<file path="config.mk">
export PLATFORM = sky130hd
export DESIGN_NAME = fpmul_reservation_station
export DESIGN_NICKNAME = d
export VERILOG_FILES = /design/src/rtl/fpmul_rs_pkg.sv /design/src/rtl/fpmul_rs_entry.sv /design/src/rtl/fpmul_reservation_station.sv
export SDC_FILE = /design/constraint.sdc
export NUM_CORES = 1
export LEC_CHECK = 0
export CAP_MARGIN = 20
export CORE_MARGIN = 10
export CORE_UTILIZATION = 49
export DETAILED_ROUTE_END_ITERATION = 8
export PLACE_DENSITY = 0.79
export SKIP_LAST_GASP = 1
export SYNTH_ARGS = -nofsm -noshare
export SYNTH_HDL_FRONTEND = slang
export SYNTH_SLANG_ARGS = --single-unit
</file>
<file path="constraint.sdc">
create_clock -name clk -period 10.3 [get_ports clk]
set_clock_uncertainty 0.15 [all_clocks]
set_input_delay 2.06 -clock clk [delete_from_list [all_inputs] [get_ports clk]]
set_output_delay 2.06 -clock clk [all_outputs]
set_load 0.05 [all_outputs]
</file>
<file path="src/rtl/fpmul_rs_pkg.sv">
// ---------------------------------------------------------------------------
// fpmul_rs_pkg
//  Shared definitions for the FP32 multiply reservation station: default tag
//  width, the "no producer" tag, FP32 field widths and the issue FSM states.
// ---------------------------------------------------------------------------
package fpmul_rs_pkg;

  localparam int TAG_W_DEFAULT = 4;
  localparam int TAG_NULL      = 0;   // operand value present, nothing to wait for

  localparam int FP_SIGN_W = 1;
  localparam int FP_EXP_W  = 8;
  localparam int FP_MAN_W  = 23;
  localparam int FP32_W    = FP_SIGN_W + FP_EXP_W + FP_MAN_W;

  typedef enum logic [1:0] {
    ST_IDLE = 2'd0,   // waiting for a ready entry
    ST_EXEC = 2'd1,   // operands held on the multiplier, counting latency
    ST_WB   = 2'd2    // product held on the CDB request port until granted
  } rs_state_t;

endpackage

</file>
<file path="src/rtl/fpmul_rs_entry.sv">
// ---------------------------------------------------------------------------
// fpmul_rs_entry
//  One reservation-station slot: busy flag and two operands, each either a
//  value (q == TAG_NULL) or the tag of the producer still being waited on.
//  Snoops the CDB and also bypasses a broadcast that coincides with the write.
// Ports
//  clk, rst            clock, async active-high reset
//  flush               squash the slot
//  alloc               write a new op into this slot (slot is free)
//  alloc_vj/qj/vk/qk   operand values/tags for the new op
//  free                result of this slot was granted on the CDB
//  cdb_valid/tag/data  CDB broadcast
//  busy                slot holds an op
//  vj, vk              operand values
//  opnd_ready          busy and both operands present
// ---------------------------------------------------------------------------
module fpmul_rs_entry
  import fpmul_rs_pkg::*;
#(
  parameter int TAG_W = TAG_W_DEFAULT
) (
  input  logic              clk,
  input  logic              rst,
  input  logic              flush,
  input  logic              alloc,
  input  logic [FP32_W-1:0] alloc_vj,
  input  logic [TAG_W-1:0]  alloc_qj,
  input  logic [FP32_W-1:0] alloc_vk,
  input  logic [TAG_W-1:0]  alloc_qk,
  input  logic              free,
  input  logic              cdb_valid,
  input  logic [TAG_W-1:0]  cdb_tag,
  input  logic [FP32_W-1:0] cdb_data,
  output logic              busy,
  output logic [FP32_W-1:0] vj,
  output logic [FP32_W-1:0] vk,
  output logic              opnd_ready
);

  localparam logic [TAG_W-1:0] NULL_TAG = TAG_W'(TAG_NULL);

  logic [TAG_W-1:0] qj;
  logic [TAG_W-1:0] qk;

  // Broadcast arriving in the same cycle as the op itself.
  logic byp_j, byp_k;
  assign byp_j = cdb_valid && (alloc_qj != NULL_TAG) && (cdb_tag == alloc_qj);
  assign byp_k = cdb_valid && (alloc_qk != NULL_TAG) && (cdb_tag == alloc_qk);

  // Broadcast completing an operand already waiting in the slot.
  logic snoop_j, snoop_k;
  assign snoop_j = busy && cdb_valid && (qj != NULL_TAG) && (cdb_tag == qj);
  assign snoop_k = busy && cdb_valid && (qk != NULL_TAG) && (cdb_tag == qk);

  // NOTE: every register of the slot is reset, not only busy; the slot is a
  // handful of flops, so no stale operand survives a reset.
  // NOTE: sequential state uses non-blocking assignments so all slots and the
  // FSM sample the same pre-edge values.
  always_ff @(posedge clk or posedge rst) begin
    if (rst) begin
      busy <= 1'b0;
      vj   <= '0;
      qj   <= NULL_TAG;
      vk   <= '0;
      qk   <= NULL_TAG;
    end else if (flush) begin
      busy <= 1'b0;
    end else if (alloc) begin
      busy <= 1'b1;
      vj   <= byp_j ? cdb_data : alloc_vj;
      qj   <= byp_j ? NULL_TAG : alloc_qj;
      vk   <= byp_k ? cdb_data : alloc_vk;
      qk   <= byp_k ? NULL_TAG : alloc_qk;
    end else begin
      if (free) busy <= 1'b0;
      if (snoop_j) begin
        vj <= cdb_data;
        qj <= NULL_TAG;
      end
      if (snoop_k) begin
        vk <= cdb_data;
        qk <= NULL_TAG;
      end
    end
  end

  assign opnd_ready = busy && (qj == NULL_TAG) && (qk == NULL_TAG);

endmodule

</file>
<file path="src/rtl/fpmul_reservation_station.sv">
// ---------------------------------------------------------------------------
// fpmul_reservation_station
//  Tomasulo reservation station for the FP32 multiplier. Allocates the lowest
//  free slot, dispatches the lowest ready slot to the external combinational
//  multiplier, waits MUL_LATENCY cycles, then holds the product on the CDB
//  request port until granted.
// Ports
//  clk, rst                         clock, async active-high reset
//  flush                            squash all slots and the in-flight op
//  issue_valid/ready/tag            issue handshake, tag of slot to be used
//  issue_vj/qj/vk/qk                operand values / producer tags
//  cdb_valid/tag/data               CDB broadcast snooped by all slots
//  mul_a, mul_b, mul_p              external multiplier interface
//  res_valid/tag/data, res_grant    CDB request and grant
// ---------------------------------------------------------------------------
module fpmul_reservation_station
  import fpmul_rs_pkg::*;
#(
  parameter int NUM_ENTRIES = 3,
  parameter int TAG_W       = TAG_W_DEFAULT,
  parameter int RS_TAG_BASE = 4,
  parameter int MUL_LATENCY = 4
) (
  input  logic              clk,
  input  logic              rst,
  input  logic              flush,
  input  logic              issue_valid,
  output logic              issue_ready,
  output logic [TAG_W-1:0]  issue_tag,
  input  logic [FP32_W-1:0] issue_vj,
  input  logic [TAG_W-1:0]  issue_qj,
  input  logic [FP32_W-1:0] issue_vk,
  input  logic [TAG_W-1:0]  issue_qk,
  input  logic              cdb_valid,
  input  logic [TAG_W-1:0]  cdb_tag,
  input  logic [FP32_W-1:0] cdb_data,
  output logic [FP32_W-1:0] mul_a,
  output logic [FP32_W-1:0] mul_b,
  input  logic [FP32_W-1:0] mul_p,
  output logic              res_valid,
  output logic [TAG_W-1:0]  res_tag,
  output logic [FP32_W-1:0] res_data,
  input  logic              res_grant
);

  localparam int IDX_W = (NUM_ENTRIES > 1) ? $clog2(NUM_ENTRIES) : 1;
  localparam int CNT_W = (MUL_LATENCY > 1) ? $clog2(MUL_LATENCY) : 1;

  rs_state_t        state;
  logic [IDX_W-1:0] exec_idx;
  logic [CNT_W-1:0] cnt;

  logic [NUM_ENTRIES-1:0] ent_busy;
  logic [NUM_ENTRIES-1:0] ent_opnd_ready;
  logic [NUM_ENTRIES-1:0] ent_alloc;
  logic [NUM_ENTRIES-1:0] ent_free;
  logic [FP32_W-1:0]      ent_vj [NUM_ENTRIES];
  logic [FP32_W-1:0]      ent_vk [NUM_ENTRIES];

  logic             any_free;
  logic [IDX_W-1:0] free_idx;
  logic             any_rdy;
  logic [IDX_W-1:0] rdy_idx;

  // Fixed-priority pickers: scanning downward leaves the lowest index.
  // The executing slot stays busy until grant and must not be picked again.
  // NOTE: every always_comb output gets a default first so no latch is inferred.
  always_comb begin
    any_free = 1'b0;
    free_idx = '0;
    any_rdy  = 1'b0;
    rdy_idx  = '0;
    for (int i = NUM_ENTRIES - 1; i >= 0; i--) begin
      if (!ent_busy[i]) begin
        any_free = 1'b1;
        free_idx = IDX_W'(i);
      end
      if (ent_opnd_ready[i] && !((state != ST_IDLE) && (exec_idx == IDX_W'(i)))) begin
        any_rdy = 1'b1;
        rdy_idx = IDX_W'(i);
      end
    end
  end

  // Busy bits are registered, so a slot freed by this cycle's grant is not
  // visible as free until the next cycle.
  assign issue_ready = any_free;
  assign issue_tag   = any_free ? TAG_W'(RS_TAG_BASE + int'(free_idx)) : TAG_W'(TAG_NULL);

  for (genvar g = 0; g < NUM_ENTRIES; g++) begin : g_entry
    assign ent_alloc[g] = issue_valid && any_free && (free_idx == IDX_W'(g));
    assign ent_free[g]  = (state == ST_WB) && res_grant && (exec_idx == IDX_W'(g));

    fpmul_rs_entry #(
      .TAG_W (TAG_W)
    ) u_entry (
      .clk        (clk),
      .rst        (rst),
      .flush      (flush),
      .alloc      (ent_alloc[g]),
      .alloc_vj   (issue_vj),
      .alloc_qj   (issue_qj),
      .alloc_vk   (issue_vk),
      .alloc_qk   (issue_qk),
      .free       (ent_free[g]),
      .cdb_valid  (cdb_valid),
      .cdb_tag    (cdb_tag),
      .cdb_data   (cdb_data),
      .busy       (ent_busy[g]),
      .vj         (ent_vj[g]),
      .vk         (ent_vk[g]),
      .opnd_ready (ent_opnd_ready[g])
    );
  end

  // Issue FSM. mul_a/mul_b stay put through EXEC so the combinational product
  // is stable when captured; they are only cleared by reset.
  always_ff @(posedge clk or posedge rst) begin
    if (rst) begin
      state     <= ST_IDLE;
      exec_idx  <= '0;
      cnt       <= '0;
      mul_a     <= '0;
      mul_b     <= '0;
      res_valid <= 1'b0;
      res_tag   <= '0;
      res_data  <= '0;
    end else if (flush) begin
      state     <= ST_IDLE;
      res_valid <= 1'b0;
    end else begin
      case (state)
        ST_IDLE: begin
          if (any_rdy) begin
            mul_a    <= ent_vj[rdy_idx];
            mul_b    <= ent_vk[rdy_idx];
            exec_idx <= rdy_idx;
            cnt      <= CNT_W'(MUL_LATENCY - 1);
            state    <= ST_EXEC;
          end
        end
        ST_EXEC: begin
          if (cnt == '0) begin
            res_data  <= mul_p;
            res_tag   <= TAG_W'(RS_TAG_BASE + int'(exec_idx));
            res_valid <= 1'b1;
            state     <= ST_WB;
          end else begin
            cnt <= cnt - CNT_W'(1);
          end
        end
        ST_WB: begin
          if (res_grant) begin
            res_valid <= 1'b0;
            state     <= ST_IDLE;
          end
        end
        default: state <= ST_IDLE;
      endcase
    end
  end

endmodule
</file>
Run 1, M1 wires:
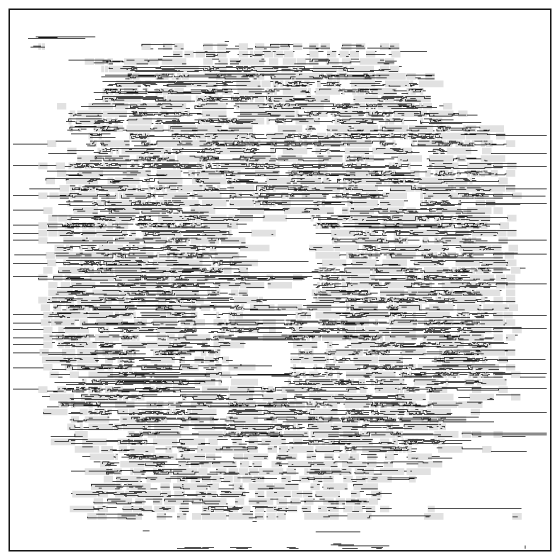
nets with wire on the layer: 1818
main direction: horizontal
share of all routed wire: 41%
met1 Use GR: 31.9%
DR vias: 13400
final WL: 47900 microns

Run 1, metal 2:
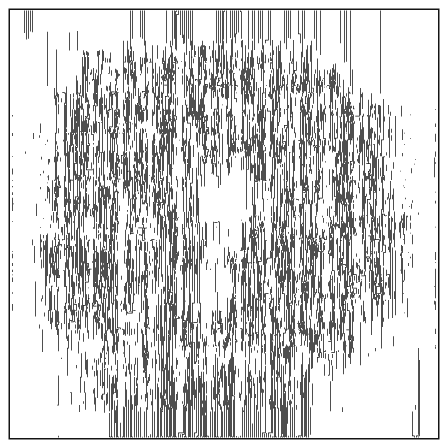
share of all routed wire: 48%
wire length on this layer: 23.2 mm
longest straight run: 61.8 microns
main direction: vertical
nets with wire on the layer: 1629
met2 global-route usage: 39.6%

Run 1, the metal 4 layer:
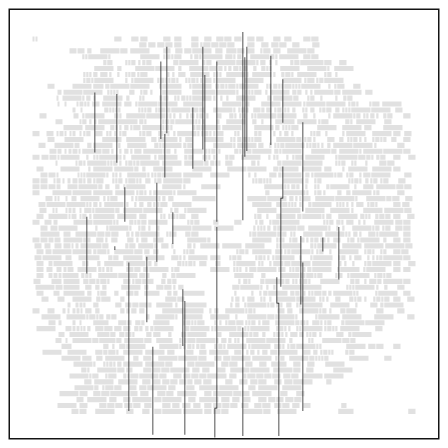
main direction: vertical
share of all routed wire: 2.8%
wire length on this layer: 1350 microns
longest straight run: 86.4 microns
nets with wire on the layer: 28

==> ci_impl_report.md, run 1 <==
### Flow metrics

| Metric | Value |
|---|---|
| Most used logic cell in the final layout | nand2_1 |
| Buf/Inv on CP | 2 |
| Worst-Margin Slew | 1.07 ns |
| Sw Share | 36.7% |
| NetSw | 1.78 mW |
| Sequential share of power | 39.1% |
| Tool warning count | 28 |
| Cell Type Count | 63 |
| Non-clk invs | 8 |
| Fillers | 2501 |
| Die Width | 197 microns |
| Yosys xor share | 1.37% |
| TritonCTS clock tree | built |
| Cells in synth_stat.txt | 1637 |
| Crit Path Max Fanout | 48 |
| Flip-flops | 325 |
| Most instantiated logic cells after routing | 406 x nand2_1, 325 x dfrtp_1, 249 x clkdlybuf4s50_1 |
| Most used DFF post-synth | dfrtp_1 |
| Initial antenna violation count | 4 |
| Yosys top cell by area | dfrtp_1 |
| Seq pwr | 1.90 mW |
| Comb area share | 34.3% |
| Max layer used | met5 |
| # port buffers | 249 |
| Overall Power | 4.86 mW |
| Status | completed |
| Pins over their slew limit | 0 |
| Crit path launch type | primary input |
| Final Net Count | 1977 |
| Postcts setup bufs | 0 |
| Yosys top cell by instances | nand2_1 |
| Syn Area/Cell | 9.37 sq um |
| Most common library cells after synthesis | 408 x nand2_1, 325 x dfrtp_1, 203 x nor2_1 |
| Buffer share of cell area | 14.7% |
| WL/cell | 21.3 microns |
| Layout area overhead | 26.4% |
| Number of enable flip-flop cells | 0 |
| Clk root buf | clkbuf_16 |
| Final setup TNS | 0 ns |
| Biggest consumer | registers |
| Clock power frac | 27.3% |
| Critical path class | in2reg |
| Placed cell area | 18000 sq um |
| Pre-CTS setup slack | 4.54 ns |
| Design Area, Final | 19400 sq um |
| R2R cell count | 6 |
| Largest area class, layout | flip-flops and latches |
| Initial DRC Count | 1329 |
| Hold Path Stages | 1 |
==> inputs of run 2 (changes only) <==
- clock period: 10.3 -> 4.3 ns (I/O delays scaled with it)
Run 2, congestion heat map:
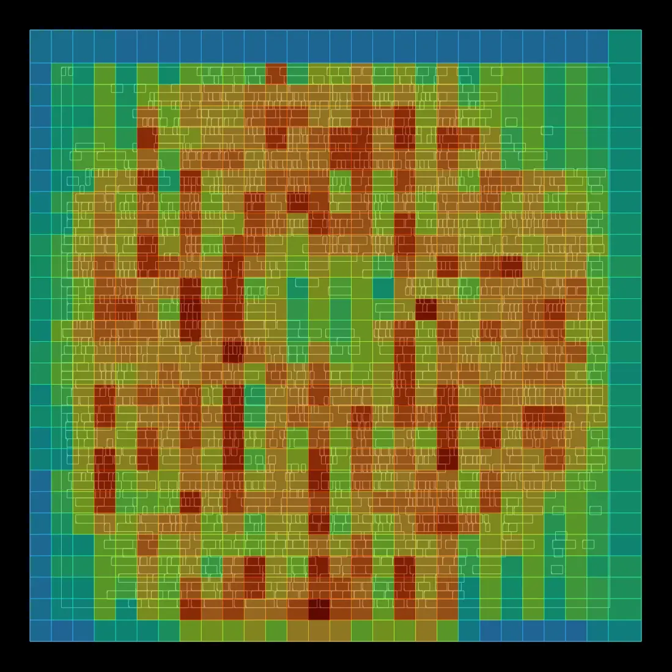
final core utilization: 63.2%
All-Layer GR Usage: 23.9%
met1 Use GR: 31.3%
M3 GR Usage: 3.83%
WL/cell: 20.8 microns

==> run 2 against run 1 <==
Net effect: count of clock-buffer cells in the layout increased by 1; clock power increased by 110%; synthesized area unchanged; largest power group unchanged; highest routed layer is now met4.
==> ci_impl_report.md, run 2 <==
### Flow metrics

| Metric | Value |
|---|---|
| Tool warning count | 27 (-3.6%) |
| Overall Power | 11.2 mW (+130%) |
| Layout area overhead | 26.7% |
| Crit path launch type | primary input |
| Hold Path Stages | 1 (unchanged) |
| Initial antenna violation count | 1 (-3) |
| Status | completed |
| Placed cell area | 18400 sq um (+2.2%) |
| DR vias | 13300 (-0.28%) |
| Die Width | 197 microns (unchanged) |
| Critical path class | in2reg |
| Cell Type Count | 63 (unchanged) |
| TritonCTS clock tree | built |
| Fillers | 2522 (+0.84%) |
| Yosys top cell by area | dfrtp_1 |
| Sw Share | 37.1% (+0.47 points) |
| Postcts setup bufs | 0 (unchanged) |
| Initial DRC Count | 1186 (-11%) |
| Most used DFF post-synth | dfrtp_1 |
| Max layer used | met4 |
| Final WL | 47200 microns (-1.5%) |
| Most common library cells after synthesis | 408 x nand2_1, 325 x dfrtp_1, 203 x nor2_1 |
==> inputs of run 3 (changes only) <==
- clock period: 4.3 -> 2.7 ns (I/O delays scaled with it)
Run 3, metal 2:
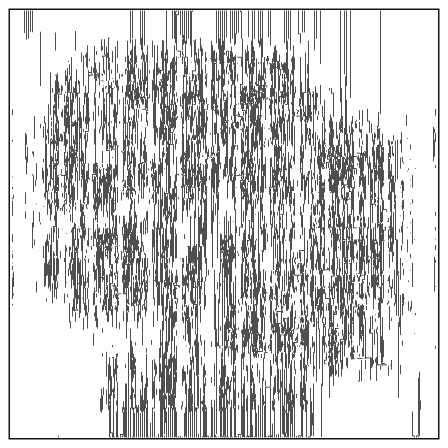
main direction: vertical
share of all routed wire: 50%
DR vias: 13700
final WL: 49300 microns
met2 global-route usage: 43.3%

==> run 3 against run 2 <==
Net effect: total power rose by 62%; highest routed layer unchanged; first-iteration DRC count rose by 10%; utilization rose by 2.0 points; sequential power rose by about 60%; worst hold slack got worse by 0.0080 ns; via count rose by 3.1%; largest power group unchanged; combinational power rose by 62%; critical path type is now reg2out; sequential share of layout area fell by 1.3 points; flip-flop count did not move.
==> ci_impl_report.md, run 3 <==
### Flow metrics

| Metric | Value |
|---|---|
| Yosys top cell by area | dfrtp_1 |
| Logic Gate Count | 1183 |
| Post-Synth AOI/OAI Area | 16.5% |
| Layout area overhead | 30.7% |
| Hold Path Stages | 1 (unchanged) |
| Most common library cells after synthesis | 408 x nand2_1, 325 x dfrtp_1, 203 x nor2_1 |
| Flop2flop setup slack | 0.33 ns |
| Antenna Cells | 2 |
| Max layer used | met4 |
| Core region area | 30700 sq um |
| Met1 Use GR | 31.1% (-0.20 points) |
| Placed cell area | 19000 sq um (+3.3%) |
| Post-Synth Simple-Gate Area | 17.7% |
| Initial DRC Count | 1306 (+10%) |
| Data arrival, critical path | 1.80 ns |
| Drt pass-1 iters | 5 |
| Most used DFF post-synth | dfrtp_1 |
| All-Layer GR Usage | 25.0% (+1.1 points) |
| Crit path launch type | register |
| TritonCTS clock tree | built |
| M3 GR Usage | 4.24% (+0.41 points) |
| Number of enable flip-flop cells | 0 |
| Final Net Count | 2042 |
| VDD IR max | 0.595 mV |
| Critical path class | reg2out |
| Period utilisation layout | 92.2% |
| Tapcell Cnt | 396 |
| Biggest consumer | registers |
| Postcts setup bufs | 0 (unchanged) |
| Status | completed |
| Pins over their slew limit | 0 |
| CP Depth | 1 |
| Fillers | 2376 (-5.8%) |
| WL/cell | 21.3 microns (+2.7%) |
| Final core utilization | 65.2% (+2.0 points) |
| Buf/Inv on CP | 1 |
| Met3 routed WL | 4340 microns |
| Buffer share of cell area | 18.4% |
| Cell Type Count | 63 (unchanged) |
| Worst-Margin Slew | 0.723 ns |
| Initial antenna violation count | 2 (+1) |
| CTS buffer count | 36 |
| Tool warning count | 29 (+7.4%) |
| Die Width | 197 microns (unchanged) |
| Most used logic cell in the final layout | nand2_1 |
| Overall Power | 18.2 mW (+62%) |
| Sw Share | 37.3% (+0.13 points) |
| Critical Path Max Stage Delay | 0.92 ns |

==> layout pictures side by side <==
Cell density map.
Bar = 50 microns. 20 x 20 tiles, from dark blue (low) to red (high), 0 to 100% covered.
image #1
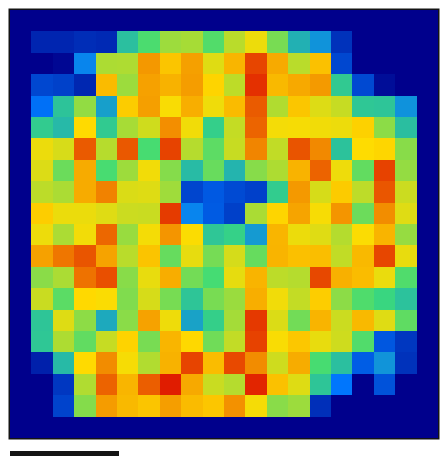
image #2
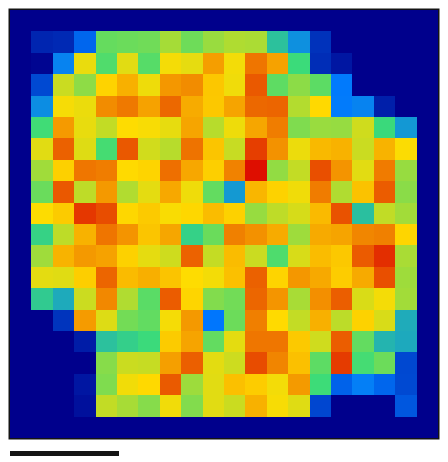
image #2: run 3
image #1: run 2

Key to image #1:
fullest tile: 97%
nearly empty tiles: 23%
tiles over 75% full: 26%
mean over tiles: 49%

Power is estimated from default activity; no workload was simulated.
